run_1/gates.png
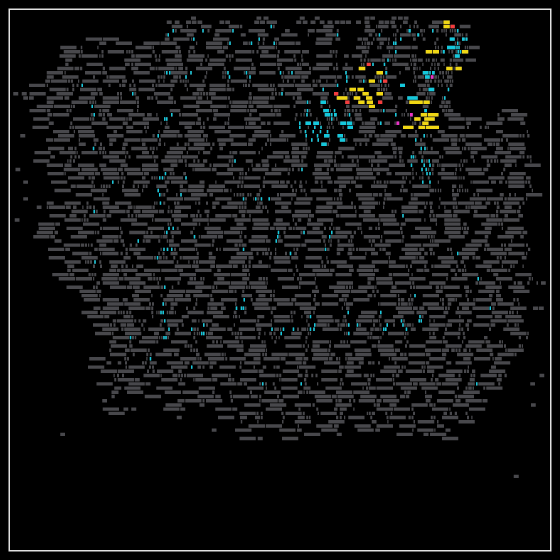
run_1/m2.png
The bar under the picture is 100 µm long.
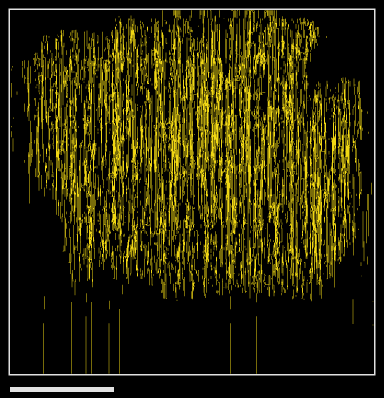
run_1/ff_map.png
The bar under the picture is 100 µm long. Other sequential cells in the stronger gray, the rest of the logic in the fainter gray.
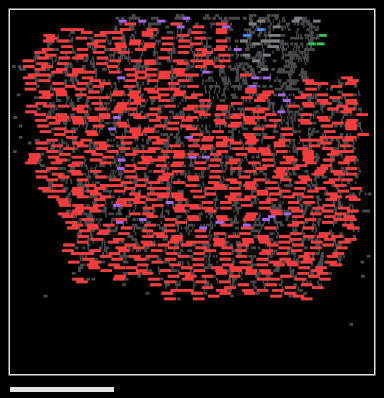
<file path="config.mk">
export PLATFORM = sky130hd
export DESIGN_NAME = kernel_transform_flat
export DESIGN_NICKNAME = d
export VERILOG_FILES = /design/src/rtl/kernel_transform_pkg.sv /design/src/rtl/kernel_transform_if.sv /design/src/rtl/kernel_xform_addr.sv /design/src/rtl/kernel_transform.sv /design/src/flat_wrapper.sv
export SDC_FILE = /design/constraint.sdc
export NUM_CORES = 1
export LEC_CHECK = 0
export ABC_AREA = 1
export CAP_MARGIN = 0
export CORE_MARGIN = 1.5
export CORE_UTILIZATION = 30
export CTS_BUF_LIST = sky130_fd_sc_hd__clkbuf_4 sky130_fd_sc_hd__clkbuf_8
export CTS_CLUSTER_DIAMETER = 100
export DETAILED_ROUTE_END_ITERATION = 7
export PLACE_DENSITY = 0.51
export RECOVER_POWER = 100
export SETUP_SLACK_MARGIN = 0.05
export SYNTH_ARGS = -nofsm -noshare
export SYNTH_HDL_FRONTEND = slang
export SYNTH_SLANG_ARGS = --single-unit
</file>
<file path="constraint.sdc">
create_clock -name clk -period 14.9 [get_ports clk]
set_input_delay 2.235 -clock clk [delete_from_list [all_inputs] [get_ports clk]]
set_output_delay 2.235 -clock clk [all_outputs]
set_load 0.02 [all_outputs]
</file>
<file path="src/rtl/kernel_transform_pkg.sv">
// Shared types and helpers for the kernel_transform block.
// KERNEL_TRANSFORM_PINGPONG_EN selects two kernel buffers instead of one.
package kernel_transform_pkg;

  typedef enum logic [2:0] {
    XF_IDENT     = 3'd0,
    XF_ROT90     = 3'd1,
    XF_ROT180    = 3'd2,
    XF_ROT270    = 3'd3,
    XF_HFLIP     = 3'd4,
    XF_VFLIP     = 3'd5,
    XF_TRANS     = 3'd6,
    XF_ANTITRANS = 3'd7
  } xform_mode_t;

  typedef enum logic [1:0] {
    ST_IDLE = 2'd0,
    ST_LOAD = 2'd1,
    ST_EMIT = 2'd2
  } state_t;

`ifdef KERNEL_TRANSFORM_PINGPONG_EN
  localparam int NUM_BANKS = 2;
`else
  localparam int NUM_BANKS = 1;
`endif

  // Row/column counter width; never narrower than one bit.
  function automatic int idx_w(input int size);
    return (size < 2) ? 1 : $clog2(size);
  endfunction

endpackage

</file>
<file path="src/rtl/kernel_transform_if.sv">
// Stream interface of kernel_transform: input element stream, output element stream and status.
interface kernel_transform_if #(
  parameter int DATA_W = 32
);
  logic [2:0]        mode;
  logic              in_valid;
  logic              in_ready;
  logic [DATA_W-1:0] in_data;
  logic              out_valid;
  logic              out_ready;
  logic [DATA_W-1:0] out_data;
  logic              out_last;
  logic              busy;

  modport master (
    output mode, in_valid, in_data, out_ready,
    input  in_ready, out_valid, out_data, out_last, busy
  );

  modport slave (
    input  mode, in_valid, in_data, out_ready,
    output in_ready, out_valid, out_data, out_last, busy
  );
endinterface

</file>
<file path="src/rtl/kernel_xform_addr.sv">
// Maps an output position (row, col) to the source position of the input kernel
// for the selected geometric transform. Purely combinational.
module kernel_xform_addr
  import kernel_transform_pkg::*;
#(
  parameter int SIZE = 5
) (
  input  xform_mode_t               mode_i,
  input  logic [idx_w(SIZE)-1:0]    rdRow_i,
  input  logic [idx_w(SIZE)-1:0]    rdCol_i,
  output logic [idx_w(SIZE)-1:0]    srcRow_o,
  output logic [idx_w(SIZE)-1:0]    srcCol_o
);

  localparam int W = idx_w(SIZE);
  localparam logic [W-1:0] MAX_IDX = W'(SIZE - 1);

  always_comb begin
    srcRow_o = rdRow_i;
    srcCol_o = rdCol_i;
    case (mode_i)
      XF_IDENT:     begin srcRow_o = rdRow_i;           srcCol_o = rdCol_i;           end
      XF_ROT90:     begin srcRow_o = MAX_IDX - rdCol_i; srcCol_o = rdRow_i;           end
      XF_ROT180:    begin srcRow_o = MAX_IDX - rdRow_i; srcCol_o = MAX_IDX - rdCol_i; end
      XF_ROT270:    begin srcRow_o = rdCol_i;           srcCol_o = MAX_IDX - rdRow_i; end
      XF_HFLIP:     begin srcRow_o = rdRow_i;           srcCol_o = MAX_IDX - rdCol_i; end
      XF_VFLIP:     begin srcRow_o = MAX_IDX - rdRow_i; srcCol_o = rdCol_i;           end
      XF_TRANS:     begin srcRow_o = rdCol_i;           srcCol_o = rdRow_i;           end
      XF_ANTITRANS: begin srcRow_o = MAX_IDX - rdCol_i; srcCol_o = MAX_IDX - rdRow_i; end
      default:      begin srcRow_o = rdRow_i;           srcCol_o = rdCol_i;           end
    endcase
  end

endmodule

</file>
<file path="src/rtl/kernel_transform.sv">
// Buffers one SIZE x SIZE kernel and re-emits it row-major under a geometric transform.
// KERNEL_TRANSFORM_PINGPONG_EN adds a second bank so loading overlaps emission.
module kernel_transform
  import kernel_transform_pkg::*;
#(
  parameter int DATA_W = 32,
  parameter int SIZE   = 5
) (
  input  logic                clk,
  input  logic                reset,
  kernel_transform_if.slave   bus
);

  localparam int W     = idx_w(SIZE);
  localparam int FRAME = SIZE * SIZE;
  localparam int AW    = $clog2(NUM_BANKS * FRAME);
  localparam logic [W-1:0] MAX_IDX = W'(SIZE - 1);

  logic [DATA_W-1:0] mem_q [NUM_BANKS*FRAME];

  state_t            wrState_q, rdState_q;
  logic [W-1:0]      wrRow_q, wrCol_q, rdRow_q, rdCol_q;
  logic              wrBank_q, rdBank_q;
  logic [1:0]        full_q;
  xform_mode_t       bankMode_q [2];
  logic [DATA_W-1:0] outData_q;
  logic              outLast_q;

  logic              emitting, inHs, outHs, wrLast, wrDone;
  logic              finishing, advance, startEmit;
  logic              candBank, candReady, fetchBank, fetchLast, bypass;
  logic [W-1:0]      nextRow, nextCol, fetchRow, fetchCol, srcRow, srcCol;
  xform_mode_t       fetchMode;
  logic [DATA_W-1:0] fetchData;

  function automatic logic [AW-1:0] memAddr(input logic bank, input logic [W-1:0] row,
                                            input logic [W-1:0] col);
    return AW'((int'(bank) * FRAME) + (int'(row) * SIZE) + int'(col));
  endfunction

  function automatic logic otherBank(input logic b);
    return (NUM_BANKS == 2) ? ~b : 1'b0;
  endfunction

  assign emitting  = (rdState_q == ST_EMIT);
  assign inHs      = bus.in_valid && !full_q[wrBank_q];
  assign wrLast    = (wrRow_q == MAX_IDX) && (wrCol_q == MAX_IDX);
  assign wrDone    = inHs && wrLast;
  assign outHs     = emitting && bus.out_ready;
  assign finishing = outHs && outLast_q;
  assign advance   = outHs && !outLast_q;

  // The next frame to emit may be completing on this very edge, so it counts as ready.
  assign candBank  = emitting ? otherBank(rdBank_q) : rdBank_q;
  assign candReady = (full_q[candBank] && !(finishing && (candBank == rdBank_q)))
                   || (wrDone && (wrBank_q == candBank));
  assign startEmit = (!emitting || finishing) && candReady;

  assign nextCol = (rdCol_q == MAX_IDX) ? '0 : rdCol_q + 1'b1;
  assign nextRow = (rdCol_q == MAX_IDX) ? rdRow_q + 1'b1 : rdRow_q;

  always_comb begin
    fetchRow  = '0;
    fetchCol  = '0;
    fetchBank = candBank;
    if (advance) begin
      fetchRow  = nextRow;
      fetchCol  = nextCol;
      fetchBank = rdBank_q;
    end
  end

  assign fetchMode = bankMode_q[fetchBank];
  assign fetchLast = (fetchRow == MAX_IDX) && (fetchCol == MAX_IDX);

  kernel_xform_addr #(.SIZE(SIZE)) u_addr (
    .mode_i   (fetchMode),
    .rdRow_i  (fetchRow),
    .rdCol_i  (fetchCol),
    .srcRow_o (srcRow),
    .srcCol_o (srcCol)
  );

  // The last input element is not in the buffer yet when the first output may need it.
  assign bypass    = wrDone && (fetchBank == wrBank_q) && (srcRow == MAX_IDX) && (srcCol == MAX_IDX);
  assign fetchData = bypass ? bus.in_data : mem_q[memAddr(fetchBank, srcRow, srcCol)];

  always_ff @(posedge clk) begin
    if (!reset && inHs) begin
      mem_q[memAddr(wrBank_q, wrRow_q, wrCol_q)] <= bus.in_data;
    end
  end

  always_ff @(posedge clk) begin
    if (reset) begin
      wrState_q     <= ST_IDLE;
      rdState_q     <= ST_IDLE;
      wrRow_q       <= '0;
      wrCol_q       <= '0;
      rdRow_q       <= '0;
      rdCol_q       <= '0;
      wrBank_q      <= 1'b0;
      rdBank_q      <= 1'b0;
      full_q        <= '0;
      bankMode_q[0] <= XF_IDENT;
      bankMode_q[1] <= XF_IDENT;
      outData_q     <= '0;
      outLast_q     <= 1'b0;
    end else begin
      if (inHs) begin
        if (wrState_q == ST_IDLE) begin
          bankMode_q[wrBank_q] <= xform_mode_t'(bus.mode);
        end
        if (wrLast) begin
          wrRow_q          <= '0;
          wrCol_q          <= '0;
          full_q[wrBank_q] <= 1'b1;
          wrBank_q         <= otherBank(wrBank_q);
          wrState_q        <= ST_IDLE;
        end else begin
          wrState_q <= ST_LOAD;
          if (wrCol_q == MAX_IDX) begin
            wrCol_q <= '0;
            wrRow_q <= wrRow_q + 1'b1;
          end else begin
            wrCol_q <= wrCol_q + 1'b1;
          end
        end
      end

      if (finishing) begin
        full_q[rdBank_q] <= 1'b0;
        rdState_q        <= ST_IDLE;
        outLast_q        <= 1'b0;
      end

      if (startEmit) begin
        rdState_q <= ST_EMIT;
        rdBank_q  <= candBank;
        rdRow_q   <= '0;
        rdCol_q   <= '0;
        outData_q <= fetchData;
        outLast_q <= fetchLast;
      end else if (advance) begin
        rdRow_q   <= nextRow;
        rdCol_q   <= nextCol;
        outData_q <= fetchData;
        outLast_q <= fetchLast;
      end
    end
  end

  assign bus.in_ready  = !full_q[wrBank_q];
  assign bus.out_valid = emitting;
  assign bus.out_data  = outData_q;
  assign bus.out_last  = outLast_q;
  assign bus.busy      = (wrState_q != ST_IDLE) || emitting;

endmodule

</file>
<file path="src/flat_wrapper.sv">
// flat-port wrapper written by rule: the top's interface ports become plain ports
module kernel_transform_flat import kernel_transform_pkg::*;
#(
  parameter int DATA_W = 32,
  parameter int SIZE   = 5
)
  (clk, reset, bus_mode, bus_in_valid, bus_in_data, bus_out_ready, bus_in_ready, bus_out_valid, bus_out_data, bus_out_last, bus_busy);
  kernel_transform_if #(.DATA_W(DATA_W)) bus_i ();
  input  logic clk;
  input  logic reset;
  input wire logic [$bits(bus_i.mode)-1:0] bus_mode;
  input wire logic [$bits(bus_i.in_valid)-1:0] bus_in_valid;
  input wire logic [$bits(bus_i.in_data)-1:0] bus_in_data;
  input wire logic [$bits(bus_i.out_ready)-1:0] bus_out_ready;
  output wire logic [$bits(bus_i.in_ready)-1:0] bus_in_ready;
  output wire logic [$bits(bus_i.out_valid)-1:0] bus_out_valid;
  output wire logic [$bits(bus_i.out_data)-1:0] bus_out_data;
  output wire logic [$bits(bus_i.out_last)-1:0] bus_out_last;
  output wire logic [$bits(bus_i.busy)-1:0] bus_busy;
  assign bus_i.mode = bus_mode;
  assign bus_i.in_valid = bus_in_valid;
  assign bus_i.in_data = bus_in_data;
  assign bus_i.out_ready = bus_out_ready;
  assign bus_in_ready = bus_i.in_ready;
  assign bus_out_valid = bus_i.out_valid;
  assign bus_out_data = bus_i.out_data;
  assign bus_out_last = bus_i.out_last;
  assign bus_busy = bus_i.busy;
  kernel_transform #(.DATA_W(DATA_W), .SIZE(SIZE)) u_core (.clk(clk), .reset(reset), .bus(bus_i));
endmodule
</file>
==> run notes, run 1 <==
Implementation status.

- According to the timing report, the arrival time at the worst endpoint equals 10.99 ns.
- The largest net degree at the start of global routing is 190.
- The xor/xnor cell area share of the yosys netlist is 0.146%.
- The end-of-flow core utilization is 34.7%.
- The checks that failed: capacitance limit, slew limit.
- The slack of the worst reg-to-reg path is 6.21 ns.
- Among the non-sequential cells, AND-OR/OR-AND gates take the most area.
- In the final layout, the multi-input gates occupy 9120 µm².
- The path type of the worst setup path is in -> reg.
- The combinational cell power is 0.803 mW.
- The run finished, with violations left.
- Sorting the synthesized cells by area gives the leading types as sky130_fd_sc_hd__edfxtp_1 67%, sky130_fd_sc_hd__mux2i_1 5.3%, sky130_fd_sc_hd__o21ai_0 5.3%.
- The worst hold path endpoint is u_core.full_q[1].
- The fraction of cell area in sequential cells is reported as 61.1%.
- The count of TritonRoute iterations in the first routing pass is 5.
- The most used flip-flop cell after synthesis is sky130_fd_sc_hd__edfxtp_1.
- The cell sequence reported for the critical path is dlygate4sd3_1, nand3_1, nor3_1, clkinv_1, ha_1, ha_1, nand3_1, nand2_1, nor2_1, nor2_1, ha_1, ha_1, fa_1, inv_4, buf_4, o211ai_1, nand3_1, o21ai_0, nand3_1, nand2_1, inv_1, nor2_1, nor2_1, nor2_1.
- The die outline width is 349 µm.
- The max-slew violation total from the final report is 1,006.
- The initial antenna violation count came to 13.
- The maximum clock path buffer count is 3.
- The first routing iteration left 2,026 violations.
- The HPWL after detailed placement is 52.3 mm.
- The net switching power of the design is 1.54 mW.
- The pin closest to its max-slew limit shows a slew of 3.68 ns.
- The post-layout total power is 5.51 mW.
- The total overflow reported by the global router is 0.
- The leakage dissipation is 13.6 nW.
- Data on the critical path is required at its endpoint by 15.63 ns.
- The dominant delay contributor by cell family on the critical path is adder cells.
- Per the detail_route report, DRC violations left total 0.
- The register with the highest flop count is u_core.mem_q.
- The detailed router reports a met3 wire length of 6.00 mm.
- The launching instance or port of the critical path is bus_out_ready.
- The max-cap violation count is 39.
- The number of global-route vias before repair was 22,100.
- Setup repair after global routing left no endpoint under its margin.
- met2 is the most crowded layer.
- The clock-pin slew of the registers on the worst-case setup and hold paths is 0.06 ns.
- The tightest hold path in the finished design has a slack of 0.441 ns.
- In this run, the clock network consumes 37.6% of the power.
- The power report lists the sequential group at 2.64 mW.
About gates.png:
legend:
  yellow:
    family: fa/ha/maj cells
    cells: 30
    most_used: ha_1
    where: north-east
  cyan:
    family: nor cells
    cells: 208
    most_used: nor2_1
  magenta:
    family: and/or cells
    cells: 3
    most_used: or2_2
  red:
    family: xor and xnor cells
    cells: 6
    most_used: xor2_1
combinational share of cell area: 22.2%
post-route non-filler standard cell count: 4,652

About m2.png:
nets with wire on the layer: 2,147
wire length on this layer: 47.9 mm
longest straight run: 136 µm
main direction: vertical
share of all routed wire: 46%

About ff_map.png:
legend:
  red:
    name_in_the_netlist: u_core.mem_q
    flops: 800
  green:
    name_in_the_netlist: u_core.rdRow_q
    flops: 3
  purple:
    name_in_the_netlist: u_core.bus.out_data
    flops: 32
  blue:
    name_in_the_netlist: u_core.full_q
    flops: 2
not colored: 16

==> run 1 -> run 2 <==
==> constraint.sdc (replaced) <==
create_clock -name clk -period 10.45 [get_ports clk]
set_input_delay 1.5675 -clock clk [delete_from_list [all_inputs] [get_ports clk]]
set_output_delay 1.5675 -clock clk [all_outputs]
set_load 0.02 [all_outputs]
run_2/gates.png
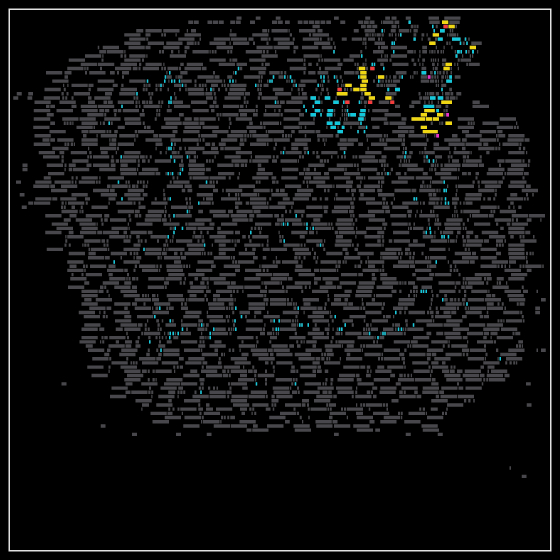
legend:
  cyan:
    family: nor cells
    cells: 208
    most_used: nor2_1
  yellow:
    family: fa/ha/maj cells
    cells: 30
    most_used: ha_1
    where: north-east
  magenta:
    family: and/or cells
    cells: 3
    most_used: or2_2
  red:
    family: xor and xnor cells
    cells: 6
    most_used: xor2_1
combinational share of cell area: 22.3%
dominant logic cell type in the layout: sky130_fd_sc_hd__edfxtp_1

run_2/congestion_map.png
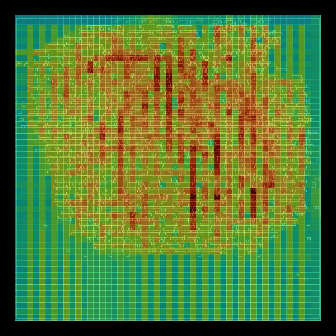
routing usage on met1: 22.8%
fraction of met3 tracks used by global routing: 3.15%

==> run 2 against run 1 <==
The flow still finishes with violations (capacitance limit, slew limit). Wire length shrank 0.89%. Non-clock buffer count grew 4. Die area is the same. Power grew 42%. Worst setup slack lost 1.5 ns. First-iteration DRC count grew 14%. Clock power grew 42%. Core utilization is essentially flat. Critical path type unchanged.
==> run notes, run 2 <==
Implementation status.

- Outcome: finished with violations (unchanged).
- Failing checks: capacitance limit, slew limit (unchanged).
- The depth of the CTS H-tree is 4 (unchanged).
- The initial core utilization is 30.3% (unchanged).
- The cell resize tally after clock tree synthesis is 0 (unchanged).
- The max-cap violation count is 27 (was 39).
- The critical path startpoint category is an input port (unchanged).
- The post-layout total power is 7.83 mW (was 5.51 mW).
- The xor/xnor cell area share of the yosys netlist is 0.146% (unchanged).
- The slack of the worst reg-to-reg path is 3.99 ns (was 6.21 ns).
- The capturing element type of the critical path is a register (unchanged).
- The dominant delay contributor by cell family on the critical path was adder cells (unchanged).
- The net switching power of the design was 2.16 mW (was 1.54 mW).
- The final hold violation count is 0 (unchanged).
- The part of the power in combinational logic was 14.4% (was 14.6%).
- The highest clock rate is 136 MHz.
- The depth of the most critical reg-to-reg path was 24 (was 23).
- The launching instance or port of the critical path is bus_out_ready (unchanged).
- The total overflow reported by the global router is 0 (unchanged).
- The total via count in the routed design is 22,600 (was 22,500).
- The cell occurring most often along the worst timing path is sky130_fd_sc_hd__nand3_1 (was sky130_fd_sc_hd__nor2_1).
- The clock root buffer is sky130_fd_sc_hd__clkbuf_8 (unchanged).
- The length of routed met3 wiring is 6.02 mm (was 6.00 mm).
- The layout sequential cell count is 853 (unchanged).
- The leading power group is sequential cells (unchanged).
- The adder and majority gate portion of the synthesized area is 1.13% (unchanged).
- The yosys cell count is 2,830 (unchanged).
- The number of warning messages in the yosys log is 0 (unchanged).
- The share of Yosys cell area claimed by the top area cell type is 67.0% (unchanged).
- The number of diodes added for antenna fixing was 3 (was 4).
- The post-route DRC violation count is 0 (unchanged).
- The met2 usage is 26.9% (was 27.2%).
- The final standard cell count with taps included and fillers excluded is 4,643 (was 4,652).
- The part of the power in the clock network is 37.5% (was 37.6%).
- The fraction of the yosys area taken by sequential cells is 69.8% (unchanged).
- The summed negative setup slack over all endpoints was 0 ns (unchanged).
- The worst min-delay path class is reg -> reg (unchanged).
- The sum of net half-perimeters after detailed placement is 52.0 mm (was 52.3 mm).
- The cell total after placement is 4,383 (was 4,379).
- The area used by multi-input combinational logic was 9150 µm² (was 9120 µm²).
- The most common flop cell mapped by yosys is sky130_fd_sc_hd__edfxtp_1 (unchanged).
- The CTS tree is built (unchanged).
- The maximum clock path buffer count was 3 (unchanged).
- The worst hold path endpoint is u_core.full_q[1] (unchanged).
- The cell depth of the worst hold path is 2 (unchanged).
- The initial detailed-routing violation count is 2,303 (was 2,026).
- The met2 wire length is 48.1 mm (was 47.9 mm).
- The synthesis-stage register bit count is 853 (unchanged).
- The combinational cell power came to 1.13 mW (was 0.803 mW).
- The placed standard-cell area came to 38,600 µm² (was 38,500 µm²).
- The count of TritonRoute iterations in the first routing pass is 6 (was 5).
- The die outline width is 349 µm (unchanged).
- The clock-pin slew of the registers on the worst-case setup and hold paths was 0.06 ns (about the same).
- Top cell types by occurrence after synthesis: 803 x sky130_fd_sc_hd__edfxtp_1, 379 x sky130_fd_sc_hd__o21ai_0, 255 x sky130_fd_sc_hd__inv_1 (unchanged).
- The arrival time of data at the critical path endpoint was 8.09 ns (was 10.99 ns).
- The most congested layer reported by global routing was met2 (unchanged).
- The worst-case hold slack is 0.447 ns (was 0.441 ns).
- The clock buffer and inverter area fraction after layout was 6.79% (was 6.93%).
- The total routed wire length on the met1 layer is 46.1 mm (about the same).
- The delay of the slowest cell on the worst path came to 1.43 ns (was 2.84 ns).
- The via-per-instance ratio is 4.87 (was 4.85).
- The core footprint is 119,000 µm² (unchanged).
- The final-layout fill cell count is 11,800 (about the same).
- The wire length per cell is 22.0 µm (was 22.2 µm).
- The final instance area is 41,100 µm² (about the same).
- The startpoint of the worst-slack reg-to-reg timing path is u_core.rdState_q[1] (unchanged).
- The area fraction in and, or, nand and nor cells after synthesis is 7.42% (unchanged).
- The max-slew violation total from the final report was 857 (was 1,006).
- The leakage dissipation is 13.7 nW (was 13.6 nW).
- Area contributors post-synth: sky130_fd_sc_hd__edfxtp_1 67%, sky130_fd_sc_hd__mux2i_1 5.3%, sky130_fd_sc_hd__o21ai_0 5.3% (unchanged).
- The total detailed-routing wirelength is 102 mm (was 103 mm).
- The largest net degree at the start of global routing is 205 (was 190).
- The data required time of the critical path is 11.19 ns (was 15.63 ns).
- The critical path's slowest cell is sky130_fd_sc_hd__fa_4 (was sky130_fd_sc_hd__fa_1).
- The worst-margin pin slew is 3.63 ns (was 3.68 ns).
- The number of global-route vias before repair is 21,900 (was 22,100).
- The initial antenna violation count is 14 (was 13).
- The register with the highest flop count is u_core.mem_q (unchanged).
- Subtracting the final worst setup slack from the clock period gives 7.35 ns.
- The count of library flops with an enable pin is 803 (unchanged).
- The cell count along the critical path is 25 (was 24).
- The dominant combinational cell family by area after synthesis is AND-OR/OR-AND gates (unchanged).
- Unrepaired setup endpoints after global routing: false (unchanged).
- The path type of the worst setup path is in -> reg (unchanged).
run_2/ff_map.png
The bar under the picture is 100 µm long. Other sequential cells in the stronger gray, the rest of the logic in the fainter gray.
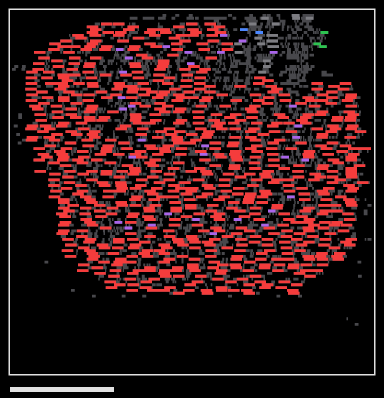
legend:
  red:
    name_in_the_netlist: u_core.mem_q
    flops: 800
  green:
    name_in_the_netlist: u_core.rdRow_q
    flops: 3
  blue:
    name_in_the_netlist: u_core.full_q
    flops: 2
  purple:
    name_in_the_netlist: u_core.bus.out_data
    flops: 32
Final Util: 34.7%
reported sequential group power: 3.76 mW
sequential standard cell area: 25,100 µm²
sequential share of cell area: 61.0%

Power and IR drop assume default switching activity.
